run_1/layers.png
The bar under the picture is 50 um long. Two of the layers only.
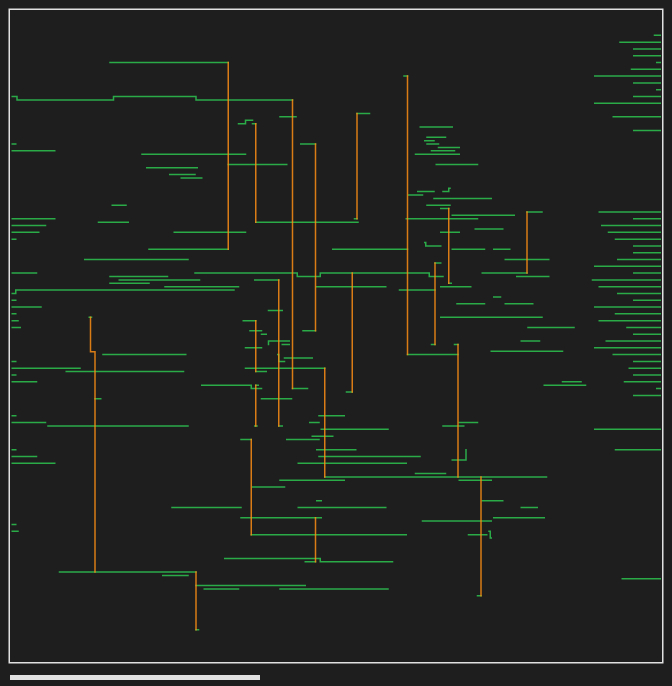
run_1/m1.png
The bar under the picture is 50 um long. Cells faint in the background.
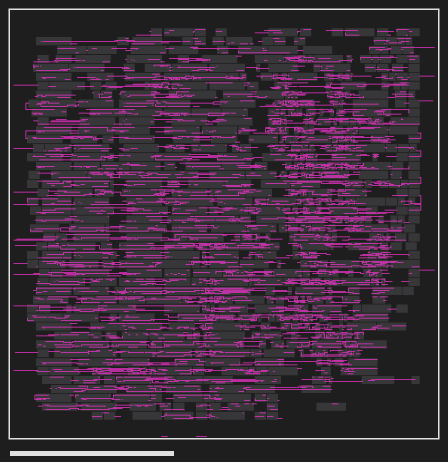
run_1/closeup.png
The bar under the picture is 5 um long. Window x 88 to 108, y 88 to 108 um. Cells in gray, sequential cells in the stronger gray; small squares are vias.
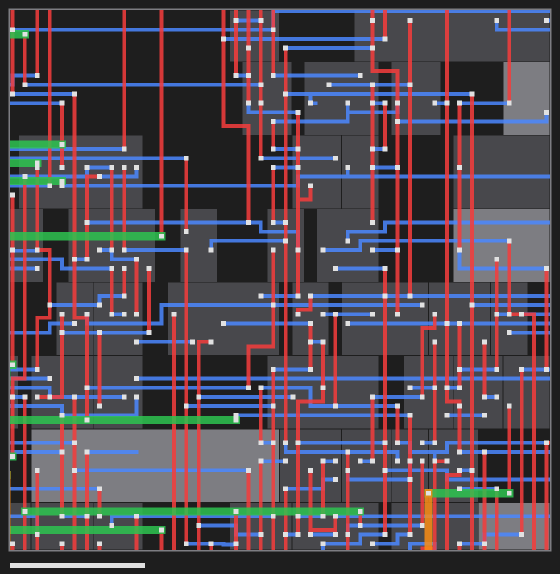
File: src/rtl/trapezoid_job_arbiter.sv
// trapezoid_job_arbiter
//   Shares one trapezoid renderer between two requester ports. Each port
//   hands over one trapezoid as four vertices (nt strobe plus three more
//   cycles of data). The arbiter holds one trapezoid per port, dispatches
//   jobs round-robin, forwards rendered pixels tagged with the owning port,
//   and reports each job's end with its pixel count. A sticky error marks a
//   renderer that never raised busy after a dispatch.
//
// Ports
//   clk, reset             clock, asynchronous active-low reset
//   nt0/xi0/yi0, busy0     requester port 0 (strobe, vertex, cannot accept)
//   nt1/xi1/yi1, busy1     requester port 1
//   r_nt/r_xi/r_yi         job dispatch to the renderer
//   r_busy                 renderer busy
//   r_po/r_xo/r_yo         renderer pixel stream
//   po/xo/yo/po_id         forwarded pixel stream with owner port
//   done/done_id/done_pix  end-of-job pulse, owner, pixel count
//   err                    sticky: renderer never accepted a job
module trapezoid_job_arbiter #(
  parameter int WAIT_LIMIT = 64,
  parameter int CNT_W      = 16
) (
  input  logic             clk,
  input  logic             reset,
  input  logic             nt0,
  input  logic [7:0]       xi0,
  input  logic [7:0]       yi0,
  input  logic             nt1,
  input  logic [7:0]       xi1,
  input  logic [7:0]       yi1,
  output logic             busy0,
  output logic             busy1,
  output logic             r_nt,
  output logic [7:0]       r_xi,
  output logic [7:0]       r_yi,
  input  logic             r_busy,
  input  logic             r_po,
  input  logic [7:0]       r_xo,
  input  logic [7:0]       r_yo,
  output logic             po,
  output logic [7:0]       xo,
  output logic [7:0]       yo,
  output logic             po_id,
  output logic             done,
  output logic             done_id,
  output logic [CNT_W-1:0] done_pix,
  output logic             err
);

  localparam int TMR_W = $clog2(WAIT_LIMIT + 1);

  typedef enum logic [2:0] {IDLE, SEND, WAIT_BUSY, RUN, DONE} state_t;

  state_t           state;
  logic [1:0]       cnt;
  logic             grant;
  logic             rr_last;
  logic [TMR_W-1:0] timer;
  logic [CNT_W-1:0] pix_cnt;

  // Per-port capture state: cap_act is high while vertices 1..3 arrive.
  logic [1:0]      cap_act;
  logic [1:0]      slot_vld;
  logic [1:0][1:0] cap_idx;
  logic [7:0]      slot_x [2][4];
  logic [7:0]      slot_y [2][4];

  logic [1:0]      nt_in;
  logic [1:0][7:0] x_in;
  logic [1:0][7:0] y_in;
  logic [1:0]      port_busy;
  logic [1:0]      cap_we;
  logic [1:0][1:0] wr_idx;
  logic [1:0]      slot_clr;
  logic            pick;
  logic [1:0]      cnt_nxt;
  logic [CNT_W-1:0] pix_next;

  assign nt_in     = {nt1, nt0};
  assign x_in      = {xi1, xi0};
  assign y_in      = {yi1, yi0};
  assign port_busy = cap_act | slot_vld;
  assign busy0     = port_busy[0];
  assign busy1     = port_busy[1];
  assign cnt_nxt   = cnt + 2'd1;

  // NOTE: every signal written in always_comb gets a default first so no
  // path through the block can leave it unassigned and infer a latch.
  always_comb begin
    cap_we   = '0;
    wr_idx   = '0;
    slot_clr = '0;
    for (int k = 0; k < 2; k++) begin
      cap_we[k]   = cap_act[k] | (nt_in[k] & ~port_busy[k]);
      wr_idx[k]   = cap_act[k] ? cap_idx[k] : 2'd0;
      slot_clr[k] = (state == SEND) && (cnt == 2'd3) && (grant == 1'(k));
    end
    // Lone valid slot wins; on a tie the port that did not go last wins.
    pick     = (slot_vld == 2'b11) ? ~rr_last : slot_vld[1];
    pix_next = (r_po && (pix_cnt != {CNT_W{1'b1}})) ? pix_cnt + CNT_W'(1) : pix_cnt;
  end

  // Capture sequencing per port. A slot only frees once its SEND finishes,
  // so capture completion and slot clear never coincide on one port.
  always_ff @(posedge clk or negedge reset) begin
    if (!reset) begin
      cap_act  <= '0;
      slot_vld <= '0;
      cap_idx  <= '0;
    end else begin
      for (int k = 0; k < 2; k++) begin
        if (!port_busy[k]) begin
          if (nt_in[k]) begin
            cap_act[k] <= 1'b1;
            cap_idx[k] <= 2'd1;
          end
        end else if (cap_act[k]) begin
          cap_idx[k] <= cap_idx[k] + 2'd1;
          if (cap_idx[k] == 2'd3) begin
            cap_act[k]  <= 1'b0;
            slot_vld[k] <= 1'b1;
          end
        end else if (slot_clr[k]) begin
          slot_vld[k] <= 1'b0;
        end
      end
    end
  end

  // NOTE: vertex storage has no reset; slot_vld alone says whether the
  // contents mean anything, so clearing the data would buy nothing.
  always_ff @(posedge clk) begin
    for (int k = 0; k < 2; k++) begin
      if (cap_we[k]) begin
        slot_x[k][wr_idx[k]] <= x_in[k];
        slot_y[k][wr_idx[k]] <= y_in[k];
      end
    end
  end

  // Dispatch FSM. r_nt/r_xi/r_yi and done* are registered one step ahead so
  // they line up with the state they belong to.
  // NOTE: non-blocking assignments throughout so every register samples
  // the pre-edge values of the others, independent of statement order.
  always_ff @(posedge clk or negedge reset) begin
    if (!reset) begin
      state    <= IDLE;
      cnt      <= '0;
      grant    <= 1'b0;
      rr_last  <= 1'b1;
      timer    <= '0;
      pix_cnt  <= '0;
      r_nt     <= 1'b0;
      r_xi     <= '0;
      r_yi     <= '0;
      done     <= 1'b0;
      done_id  <= 1'b0;
      done_pix <= '0;
      err      <= 1'b0;
    end else begin
      r_nt     <= 1'b0;
      r_xi     <= '0;
      r_yi     <= '0;
      done     <= 1'b0;
      done_id  <= 1'b0;
      done_pix <= '0;
      case (state)
        IDLE: begin
          if (!r_busy && (slot_vld != 2'b00)) begin
            grant <= pick;
            cnt   <= 2'd0;
            state <= SEND;
            r_nt  <= 1'b1;
            r_xi  <= slot_x[pick][0];
            r_yi  <= slot_y[pick][0];
          end
        end
        SEND: begin
          if (cnt == 2'd3) begin
            timer <= '0;
            state <= WAIT_BUSY;
          end else begin
            cnt  <= cnt_nxt;
            r_xi <= slot_x[grant][cnt_nxt];
            r_yi <= slot_y[grant][cnt_nxt];
          end
        end
        WAIT_BUSY: begin
          if (r_busy) begin
            pix_cnt <= '0;
            state   <= RUN;
          end else if (timer == TMR_W'(WAIT_LIMIT - 1)) begin
            // Renderer ignored the job: drop it and let the other port go.
            err     <= 1'b1;
            rr_last <= grant;
            state   <= IDLE;
          end else begin
            timer <= timer + TMR_W'(1);
          end
        end
        RUN: begin
          // A pixel in the cycle busy drops still belongs to this job.
          pix_cnt <= pix_next;
          if (!r_busy) begin
            done     <= 1'b1;
            done_id  <= grant;
            done_pix <= pix_next;
            state    <= DONE;
          end
        end
        DONE: begin
          rr_last <= grant;
          state   <= IDLE;
        end
        default: state <= IDLE;
      endcase
    end
  end

  // Pixel forwarding is combinational so no renderer pixel is delayed.
  assign po    = (state == RUN) & r_po;
  assign xo    = (state == RUN) ? r_xo : 8'd0;
  assign yo    = (state == RUN) ? r_yo : 8'd0;
  assign po_id = (state == RUN) ? grant : 1'b0;

endmodule

File: config.mk
export PLATFORM = sky130hd
export DESIGN_NAME = trapezoid_job_arbiter
export DESIGN_NICKNAME = d
export VERILOG_FILES = /design/src/rtl/trapezoid_job_arbiter.sv
export SDC_FILE = /design/constraint.sdc
export NUM_CORES = 1
export LEC_CHECK = 0
export CAP_MARGIN = 20
export CORE_MARGIN = 5
export CORE_UTILIZATION = 60
export DETAILED_ROUTE_END_ITERATION = 8
export PLACE_DENSITY = 0.82
export SKIP_CTS_REPAIR_TIMING = 1
export SYNTH_ARGS = -nofsm -noshare
export SYNTH_HDL_FRONTEND = slang
export SYNTH_SLANG_ARGS = --single-unit
File: constraint.sdc
create_clock -name clk -period 4.6 [get_ports clk]
set_input_delay 0.92 -clock clk [delete_from_list [all_inputs] [get_ports clk]]
set_output_delay 0.92 -clock clk [all_outputs]
set_load 0.05 [all_outputs]
==> flow_summary.rst, run 1 <==
Implementation results
======================

.. list-table::
   :header-rows: 1

   * - Metric
     - Value
   * - Routed metal-1 wire length
     - 7.89 mm
   * - Leak pwr
     - around 4 nW
   * - Hold_ws
     - 0.316 ns
   * - Mux frac, synth
     - 0.130
   * - Via count of the first global-routing pass
     - around 6000
   * - Non-clock buffers, area share
     - 0.116
   * - Placed instance count
     - slightly below 900
   * - Horizontal die size
     - roughly 130 um
   * - Floorplan-stage core utilization
     - 0.607
   * - Power consumed by sequential cells
     - roughly 2.6 mW
   * - Drt first-iter violations
     - 664
   * - Tally of nets with antenna violations remaining after routing
     - 0
   * - Total die size
     - approximately 17000 um^2
   * - Most common cell in the netlist
     - sky130_fd_sc_hd__edfxtp_1
   * - Post-layout min period
     - 3.71 ns
   * - Actual transition at the worst max-transition pin
     - 1.08 ns
   * - Global routing usage on met3
     - 0.0520
   * - Final non-filler cell total
     - 906
   * - Crit path capture type
     - primary output
   * - Sink Count
     - 202
   * - CTS Root Cell
     - sky130_fd_sc_hd__clkbuf_16
   * - IO Pins
     - 110
   * - Tapcell Cnt
     - ~180
   * - Tally of yosys warning messages
     - 0
   * - Startpoint class of the critical path
     - flop
   * - Proportion of power drawn by combinational gates
     - 0.357
   * - Top power group
     - sequential cells
   * - Nets
     - around 770
   * - Busiest grt layer
     - met2
   * - Summed area of non-filler cells in the final layout
     - 10800 um^2
   * - PwrDens
     - around 630 nW/um^2
   * - Cell with the largest stage delay on the worst path
     - sky130_fd_sc_hd__clkdlybuf4s50_1
   * - Maximum number of pins on one net before global-route repair
     - ~75
   * - Final clock skew
     - 0.0146 ns
   * - Synthesized instance count
     - about 600
   * - Dominant class by area
     - flip-flops and latches
   * - TritonRoute pass-1 iters
     - 5
   * - Area growth syn-to-layout
     - 23.6%
   * - Depth of the CTS H-tree
     - 1
   * - Clock tree cell share of total cell area
     - 0.0652
   * - Number of fill cells
     - 834
   * - Cell count along the critical path
     - 5
   * - Worst supply voltage drop on vdd
     - 0.000515 V
   * - Num CTS Buffers
     - 21
   * - Register share of total power
     - 0.386
   * - Final Power
     - around 6.7 mW
   * - Buffering stage count on the worst path with inverters included
     - 2
   * - Number of multi-input combinational cells in the layout
     - ~350
   * - Result of the run
     - completed
   * - Diodes inserted
     - 0
   * - Post-synth seq share
     - 0.654
About layers.png:
legend:
  M4:
    color: orange
    wire_length: 508 um
  M3:
    color: green
    wire_length: 1630 um

About m1.png:
share of all routed wire: 38%
nets with wire on the layer: 712
longest straight run: 35.9 um
overall routed net length: 21.0 mm
met1 routing resource usage after global routing: 0.318
number of vias in the routed layout: 5815

About closeup.png:
legend:
  M2:
    color: red
  M1:
    color: blue
  M3:
    color: green
  M4:
    color: orange
sequential cells in the window: 1
cells with their middle in the window: 35
most frequent: nand2_1 (6), nor3_1 (4), o21ai_0 (3)
netlist names of flops here include: pix_cnt (1)

run_1/route_heat.png
26 x 26 tiles, from white (low) to dark blue (high), scaled to the fullest tile. Values are wire area over tile area, all layers added.
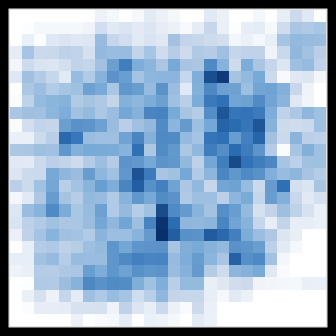

==> run 2, diff against run 1 <==
--- a/config.mk
+++ b/config.mk
@@ -7,9 +7,9 @@
 export LEC_CHECK = 0
 export CAP_MARGIN = 20
 export CORE_MARGIN = 5
-export CORE_UTILIZATION = 60
+export CORE_UTILIZATION = 55
 export DETAILED_ROUTE_END_ITERATION = 8
-export PLACE_DENSITY = 0.82
+export PLACE_DENSITY = 0.76
 export SKIP_CTS_REPAIR_TIMING = 1
 export SYNTH_ARGS = -nofsm -noshare
 export SYNTH_HDL_FRONTEND = slang
==> constraint.sdc (replaced) <==
create_clock -name clk -period 3.56 [get_ports clk]
set_input_delay 0.712 -clock clk [delete_from_list [all_inputs] [get_ports clk]]
set_output_delay 0.712 -clock clk [all_outputs]
set_load 0.05 [all_outputs]
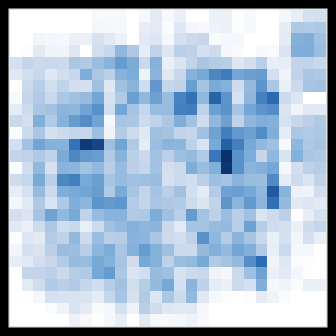
run_2/route_heat.png
27 x 27 tiles, from white (low) to dark blue (high), scaled to the fullest tile. Values are wire area over tile area, all layers added.
emptiest ninth of the die: south-east
nearly empty tiles: 12%
fullest tile: 0.64
mean over tiles: 0.17
tiles over half the peak: 12%

==> run 2 against run 1 <==
  * Area after synthesis unchanged
  * Utilization down 6.6 points
  * Sequential cell count unchanged
  * Critical endpoint is now xo[5]
==> flow_summary.rst, run 2 <==
Implementation results
======================

.. list-table::
   :header-rows: 1

   * - Metric
     - Value
   * - Post-layout min period
     - roughly 3.1 ns
   * - Num CTS Buffers
     - 22
   * - Most common cell in the netlist
     - sky130_fd_sc_hd__edfxtp_1
   * - Number of multi-input combinational cells in the layout
     - 346
   * - Critical path peak fanout
     - 18
   * - Placed instance count
     - roughly 900
   * - Buffering stage count on the worst path with inverters included
     - 1
   * - Leak pwr
     - around 4 nW
   * - Final Power
     - between 8 and 9 mW
   * - Floorplan-stage core utilization
     - 0.555
   * - Cell count along the critical path
     - 4
   * - Routed metal-1 wire length
     - between 7 and 8 mm
   * - Final clock skew
     - 0.0167 ns
   * - Dominant class by area
     - flip-flops and latches
   * - Diodes inserted
     - 0
   * - Final non-filler cell total
     - roughly 940
   * - Cell with the largest stage delay on the worst path
     - sky130_fd_sc_hd__nor2_1
   * - Tally of nets with antenna violations remaining after routing
     - 0
   * - Maximum number of pins on one net before global-route repair
     - 75
   * - Total die size
     - 18500 um^2
   * - Clock tree cell share of total cell area
     - 0.0642
   * - Metal2 WL
     - ~10 mm
   * - Count of buffers from port buffering
     - ~110
   * - Tapcell Cnt
     - between 200 and 250
   * - Non-clock buffers, area share
     - 0.110
   * - Hold_ws
     - ~0.18 ns
   * - Simple-gate area share of the yosys netlist
     - 0.102
   * - Number of fill cells
     - between 1000 and 1500
   * - Proportion of power drawn by combinational gates
     - 0.349
   * - Cell area after synthesis
     - about 8700 um^2
   * - Post-synth seq share
     - 0.654
   * - Normalized max-slew margin
     - 0.395
   * - Met1 routing resource usage after global routing
     - 0.265
   * - Startpoint class of the critical path
     - flop
   * - Mux frac, synth
     - 0.130
   * - Nets
     - 769
   * - Area growth syn-to-layout
     - 23.2%
   * - Sink Count
     - a little over 200
   * - Cell count of the worst reg-to-reg path
     - 5
   * - Cell type with the largest total area
     - sky130_fd_sc_hd__edfxtp_1
   * - Via count of the first global-routing pass
     - 5686
   * - Horizontal die size
     - 136 um
   * - Flop-to-flop setup slack
     - 1.31 ns
   * - Result of the run
     - completed
   * - RSZ-0062 raised after global routing
     - false
   * - Actual transition at the worst max-transition pin
     - 0.905 ns
   * - Placement row count
     - roughly 46
   * - Worst supply voltage drop on vdd
     - around 0.0005 V
   * - Tally of yosys warning messages
     - 0
   * - Synthesized instance count
     - 595
   * - IO Pins
     - around 110
   * - Worst flop-to-flop path endpoint
     - pix_cnt[7]
   * - Top power group
     - sequential cells
   * - Initial antenna violation count
     - 1
   * - Drt first-iter violations
     - about 440
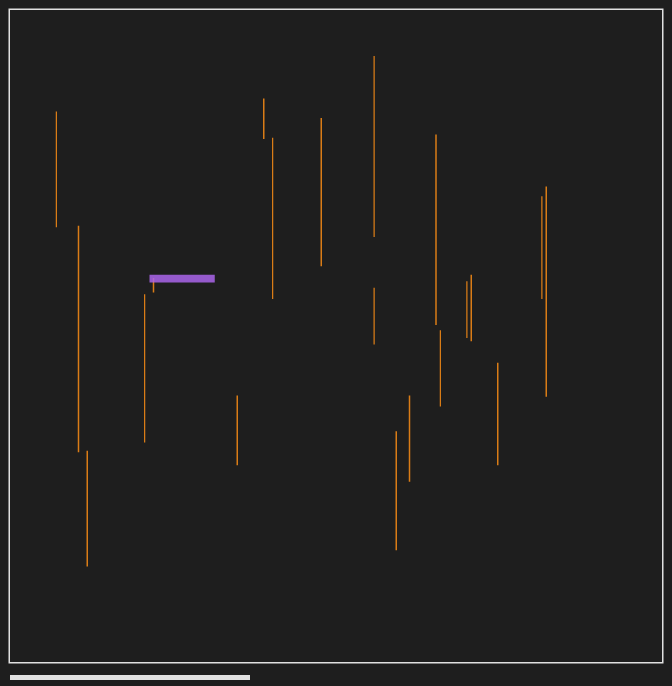
run_2/layers.png
The bar under the picture is 50 um long. Two of the layers only.
legend:
  M5:
    color: purple
    wire_length: 12.0 um
  M4:
    color: orange
    wire_length: 471 um
overall routed net length: 19.6 mm
per-cell routed wire length: 20.8 um
overall track demand over capacity in global routing: 0.211
number of vias in the routed layout: 5645

Power and IR drop assume default switching activity.
